### config.mk
export PLATFORM = sky130hd
export DESIGN_NAME = smux_arbiter
export DESIGN_NICKNAME = d
export VERILOG_FILES = /design/src/rtl/smux_arbiter.sv
export SDC_FILE = /design/constraint.sdc
export NUM_CORES = 1
export LEC_CHECK = 0
export ABC_AREA = 1
export CAP_MARGIN = 20
export CORE_MARGIN = 2
export CORE_UTILIZATION = 38
export DETAILED_ROUTE_END_ITERATION = 6
export PLACE_DENSITY_LB_ADDON = 0.25
export SETUP_SLACK_MARGIN = 0.3
export SLEW_MARGIN = 30
export SYNTH_ARGS = -nofsm -noshare
export SYNTH_HDL_FRONTEND = slang
export SYNTH_SLANG_ARGS = --single-unit
### constraint.sdc
create_clock -name Clk -period 1.3 [get_ports Clk]
set_clock_uncertainty 0.1 [all_clocks]
set_input_delay 0.26 -clock Clk [delete_from_list [all_inputs] [get_ports Clk]]
set_output_delay 0.26 -clock Clk [all_outputs]
set_load 0.02 [all_outputs]
### src/rtl/smux_arbiter.sv
// smux_arbiter
//   Two-requester round-robin arbiter that time-shares one signed 2:1 select
//   path and one output register between source A and source B. The winning
//   operand is registered and offered downstream with a valid/ready handshake.
//
//   Optional feature macro: SMUX_ARB_STATS_EN
//     When defined, adds saturating per-source grant counters
//     (grant_a_cnt, grant_b_cnt). When undefined, those ports and the
//     counter logic do not exist.
//
//   Ports
//     Clk          rising-edge clock
//     Rst          asynchronous active-low reset
//     a_data       signed operand from source A
//     a_valid      A offers a_data
//     a_ready      A transfer accepted this cycle
//     b_data       signed operand from source B
//     b_valid      B offers b_data
//     b_ready      B transfer accepted this cycle
//     d            registered selected operand
//     d_valid      d holds an unconsumed operand
//     d_ready      consumer accepts d
//     sel          source of current d (0=A, 1=B)
//     grant_a_cnt  accepted A transfers, saturating (SMUX_ARB_STATS_EN only)
//     grant_b_cnt  accepted B transfers, saturating (SMUX_ARB_STATS_EN only)
module smux_arbiter #(
    parameter int DATAWIDTH = 8,
    parameter int CNTWIDTH  = 16
) (
    input  logic                        Clk,
    input  logic                        Rst,
    input  logic signed [DATAWIDTH-1:0] a_data,
    input  logic                        a_valid,
    output logic                        a_ready,
    input  logic signed [DATAWIDTH-1:0] b_data,
    input  logic                        b_valid,
    output logic                        b_ready,
    output logic signed [DATAWIDTH-1:0] d,
    output logic                        d_valid,
    input  logic                        d_ready,
`ifdef SMUX_ARB_STATS_EN
    output logic        [CNTWIDTH-1:0]  grant_a_cnt,
    output logic        [CNTWIDTH-1:0]  grant_b_cnt,
`endif
    output logic                        sel
);

    logic signed [DATAWIDTH-1:0] d_p1;
    logic                        vld_p1;
    logic                        sel_p1;
    logic                        last_p1;   // source of most recent input transfer

    logic grant_a;
    logic grant_b;
    logic load_en;
    logic a_xfer;
    logic b_xfer;

    // ---- stage 0: arbitration and handshake (combinational) ----
    // On a tie the source that did not win last time gets the grant, so
    // last_p1=1 after reset hands the first tie to A.
    assign grant_a = a_valid && (!b_valid || last_p1);
    assign grant_b = b_valid && (!a_valid || !last_p1);
    assign load_en = !vld_p1 || d_ready;
    assign a_ready = load_en && grant_a;
    assign b_ready = load_en && grant_b;
    assign a_xfer  = a_valid && a_ready;
    assign b_xfer  = b_valid && b_ready;

    // ---- stage 1: output register ----
    always_ff @(posedge Clk or negedge Rst) begin
        if (!Rst) begin
            d_p1    <= '0;
            vld_p1  <= 1'b0;
            sel_p1  <= 1'b0;
            last_p1 <= 1'b1;
        end else if (a_xfer || b_xfer) begin
            d_p1    <= b_xfer ? b_data : a_data;
            vld_p1  <= 1'b1;
            sel_p1  <= b_xfer;
            last_p1 <= b_xfer;
        end else if (d_ready) begin
            // Drained with nothing new: d and sel keep their last values.
            vld_p1  <= 1'b0;
        end
    end

    assign d       = d_p1;
    assign d_valid = vld_p1;
    assign sel     = sel_p1;

`ifdef SMUX_ARB_STATS_EN
    logic [CNTWIDTH-1:0] cnt_a_p1;
    logic [CNTWIDTH-1:0] cnt_b_p1;

    function automatic logic [CNTWIDTH-1:0] sat_inc(input logic [CNTWIDTH-1:0] v);
        if (&v)
            return v;
        return v + 1'b1;
    endfunction

    // ---- stage 1: grant statistics ----
    always_ff @(posedge Clk or negedge Rst) begin
        if (!Rst) begin
            cnt_a_p1 <= '0;
            cnt_b_p1 <= '0;
        end else begin
            if (a_xfer)
                cnt_a_p1 <= sat_inc(cnt_a_p1);
            if (b_xfer)
                cnt_b_p1 <= sat_inc(cnt_b_p1);
        end
    end

    assign grant_a_cnt = cnt_a_p1;
    assign grant_b_cnt = cnt_b_p1;
`else
    // Counter width only matters with statistics enabled; keep it referenced.
    logic unused_cntwidth;
    assign unused_cntwidth = (CNTWIDTH != 0);
`endif

endmodule

Figure 1. Supply network.
Drawn at 10 px/um. Pins as bars on the die edge. Tap cells in gray.
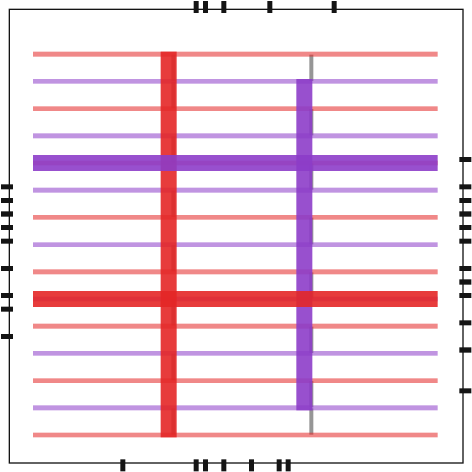
[red] VSS
[purple] VDD
tap cells: 16
met5 straps: 2
met4 straps: 2
rows: 14
signal pins: 33
Die X: 45.2 um
Placeable Area: 1540 um2
Peak VDD IR: 772 uV

Figure 2. Cell classes on the final placement.
Drawn at 10 px/um. Fill, decap, tap and diode cells in gray.
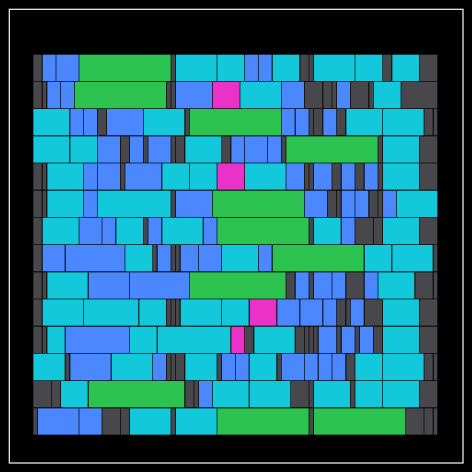
[green] flops | cells: 11
[magenta] clock drivers and dummy loads | cells: 4
[blue] all other logic | cells: 70
[cyan] other buffers and delay cells | cells: 60
finished layout cell area: 1310 um2
flop share of the area: 0.212
row cnt: 14
fin util: 0.848

==> flow_summary.json <==
{
  "status": "complete, but fails checks",
  "failed_checks": "negative setup slack",
  "pg_comb_w": 0.000688,
  "nNonClkInverters": 20,
  "static-leakage-power_nw": 0.710,
  "io_buffers": 32,
  "cts.hold.buffers_added": 0,
  "crit_required_ns": 0.94,
  "ff2ff_path_depth": 9,
  "r2r_setup_slack_ns": -0.17,
  "wl_per_cell_um": 13.4,
  "drcViolationCount": 0,
  "buffer_area_frac": 0.454,
  "worstReg2RegStart": "last_p1",
  "path_class": "register to output port",
  "switchingPower_w": 0.000464,
  "layout_top_cell": "nand2_1",
  "num-multi-input-gates": 50,
  "yosysChipArea_um2": 646,
  "combPwrFrac": 0.499,
  "ys_cells": 85,
  "sh_comb_area": 0.239,
  "setup_viol": 12,
  "dr_total_vias": 783,
  "fp_util": 0.419,
  "p_total_w": 0.00138,
  "maxClockFrequency_ghz": 0.650,
  "first_pass_iters": 4,
  "via_per_inst": 4.86,
  "synth_top_area_share": 0.388,
  "r2r_end": "d[4]",
  "hold_path.class": "input pin to asynchronous set/reset pin",
  "cpMaxStageDelayCell": "dfstp_2",
  "synth_flops": 11,
  "layout_top_cells": "nand2_1, buf_4, inv_1, buf_6, clkdlybuf4s50_1",
  "seq_cells": 11,
  "period_used_share": 1.18,
  "fillerInstances": 93,
  "drv_cap": 0,
  "clk_pin_slew_ns": 0.07,
  "maxPowerGroup": "combinational cells",
  "powerDensity_nw_per_um2": 1050,
  "grtUsageTotal": 0.195,
  "critPathCaptureType": "output port",
  "drtIter0Drc": 16,
  "cts_root_buf": "clkbuf_4",
  "crit_arrival_ns": 1.18,
  "gp_congestion": 0.781,
  "tightest_slew_ns": 0.230,
  "synth_cell_type_count": 14,
  "path_common_cell": "buf_6",
  "hold_slack_ns": 0.185,
  "largest_cell_class": "buffers",
  "dieArea_um2": 2040,
  "antenna_left": 0,
  "place_ws_ns": -0.721,
  "num_antenna_cells": 0,
  "worstPathMaxFanout": 2,
  "synthCells": 85,
  "slew_headroom": 0.847,
  "clock-sinks": 11,
  "synth_seq_share": 0.428,
  "syn_avg_cell_area_um2": 7.60,
  "logic_area_um2": 313,
  "topCellsByArea": "dfrtp_1, nand2_1, inv_1",
  "placed_cell_area_um2": 1050,
  "cts-buffers-inserted": 3,
  "finalCriticalPeriod_ns": 1.54,
  "yosysTopAreaCell": "dfrtp_1",
  "nClkBuffers": 4,
  "yosysWarnings": 0,
  "grt_pass1_wl_um": 2810,
  "finalNetCount": 167,
  "num_io_pins": 33,
  "p_int_w": 0.000913,
  "overflow": 0,
  "drive_gt1_frac": 0.434,
  "regArea_um2": 278,
  "grt_pass1_vias": 650,
  "h-tree-depth": 1,
  "fp_nets": 106,
  "final-hold-violation-count": 0,
  "sw_frac_of_total": 0.337,
  "max_stage_delay_ns": 0.55,
  "num-nonclk-buffers": 60,
  "wl_um": 2150,
  "clkCellAreaFrac": 0.0201,
  "worstPathCellList": "buf_6 -> nand2_4 -> nand3_4 -> inv_4 -> buf_6",
  "grt_max_degree": 12,
  "cts_buffer_depth": 2,
  "syn_area_um2": 646,
  "p_seq_frac": 0.329,
  "finalMaxSlewViolations": 0,
  "tool_warnings": 29,
  "p_seq_w": 0.000453,
  "rsz0062_at_grt": "true",
  "hpwl_um": 1180,
  "start_kind": "register",
  "grt_antenna_before_repair": 0,
  "setup_ws_ns": -0.238,
  "synthToLayoutAreaGrowth_pct": 103,
  "nWellTaps": 16,
  "tritoncts": "done"
}
Figure 3. Clock distribution.
Drawn at 8 px/um.
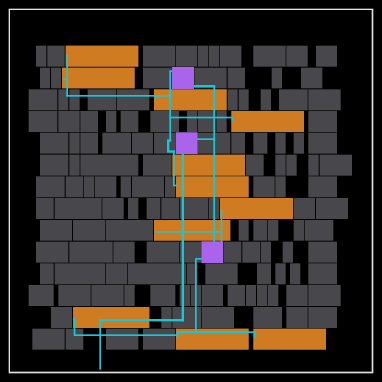
[cyan] clock wires | length: 164 um
[orange] flip-flops | count: 11
[purple] cells driving clock nets | count: 3
routed clock nets: 4
Clk power: 0.000237 W
Insertion Delay late pin: 0.27 ns
Clock power frac: 0.172

-- through the flow --
stage	utilization	setup TNS, ns	std cells
detailed placement	0.683	-5.66	139
global placement	0.683	-5.30	139
finish	0.848	-1.68	161
CTS	0.795	-0.749	154
floorplan	-	0	85
global route	0.848	-2.07	161
-- layer usage --
| metal | part of all wire | routed length [um] | up-vias | global-route usage |
|---|---|---|---|---|
| met2 | 0.51 | 1100 | 45 | 0.329 |
| li1 | - | - | 384 | - |
| met4 | 0.018 | 38 | 0 | 0.106 |
| met5 | 0 | 0 | - | 0 |
| met1 | 0.39 | 829 | 350 | 0.240 |
| met3 | 0.088 | 189 | 4 | 0.0240 |
-- worst max path at each step --
stage,endpoint,cells past startpoint,start
floorplan,a_ready,4,d_valid
global placement,b_ready,5,a_valid
detailed placement,b_ready,5,a_valid
CTS,b_ready,5,last_p1
global route,b_ready,5,last_p1
finish,b_ready,5,last_p1
-- critical path: cells and delay by family, from the launching register on --
kind / cells / cell delay [ns]
AND/OR/NAND/NOR: 2 / 0.11
buffers and inverters: 3 / 0.25
flip-flops: 1 / 0.55
-- cells by family after synthesis --
family / Yosys count / share of synthesized area
compound gates: 3 / 0.0291
buf+inv: 24 / 0.186
flops: 11 / 0.428
simple gates: 47 / 0.357
-- synth_stat cells --
cell type and count:
nand3_2 1, inv_2 1, o21ai_2 1, nand2_4 1, dfstp_2 1, inv_1 19
buf_6 4, nand3_1 8, nand2_2 4, o21ai_0 1, nand2_1 25, a21oi_1 1
dfrtp_1 10, nand4_1 8
-- state kept, by name (all words and copies together) (netlist names) --
signal and cells:
last_p1 1, sel 1, d 8, d_valid 1
-- repair_timing --
action                                 4_1_cts  5_1_grt
gates cloned                                 1        0
endpoints found under the hold margin        0        0
setup buffers                               10        7
pin swaps                                    3        2
setup endpoints to repair                   23       23
gates resized                               86        9
No activity file was given, so power comes from the tool's default toggle rates.
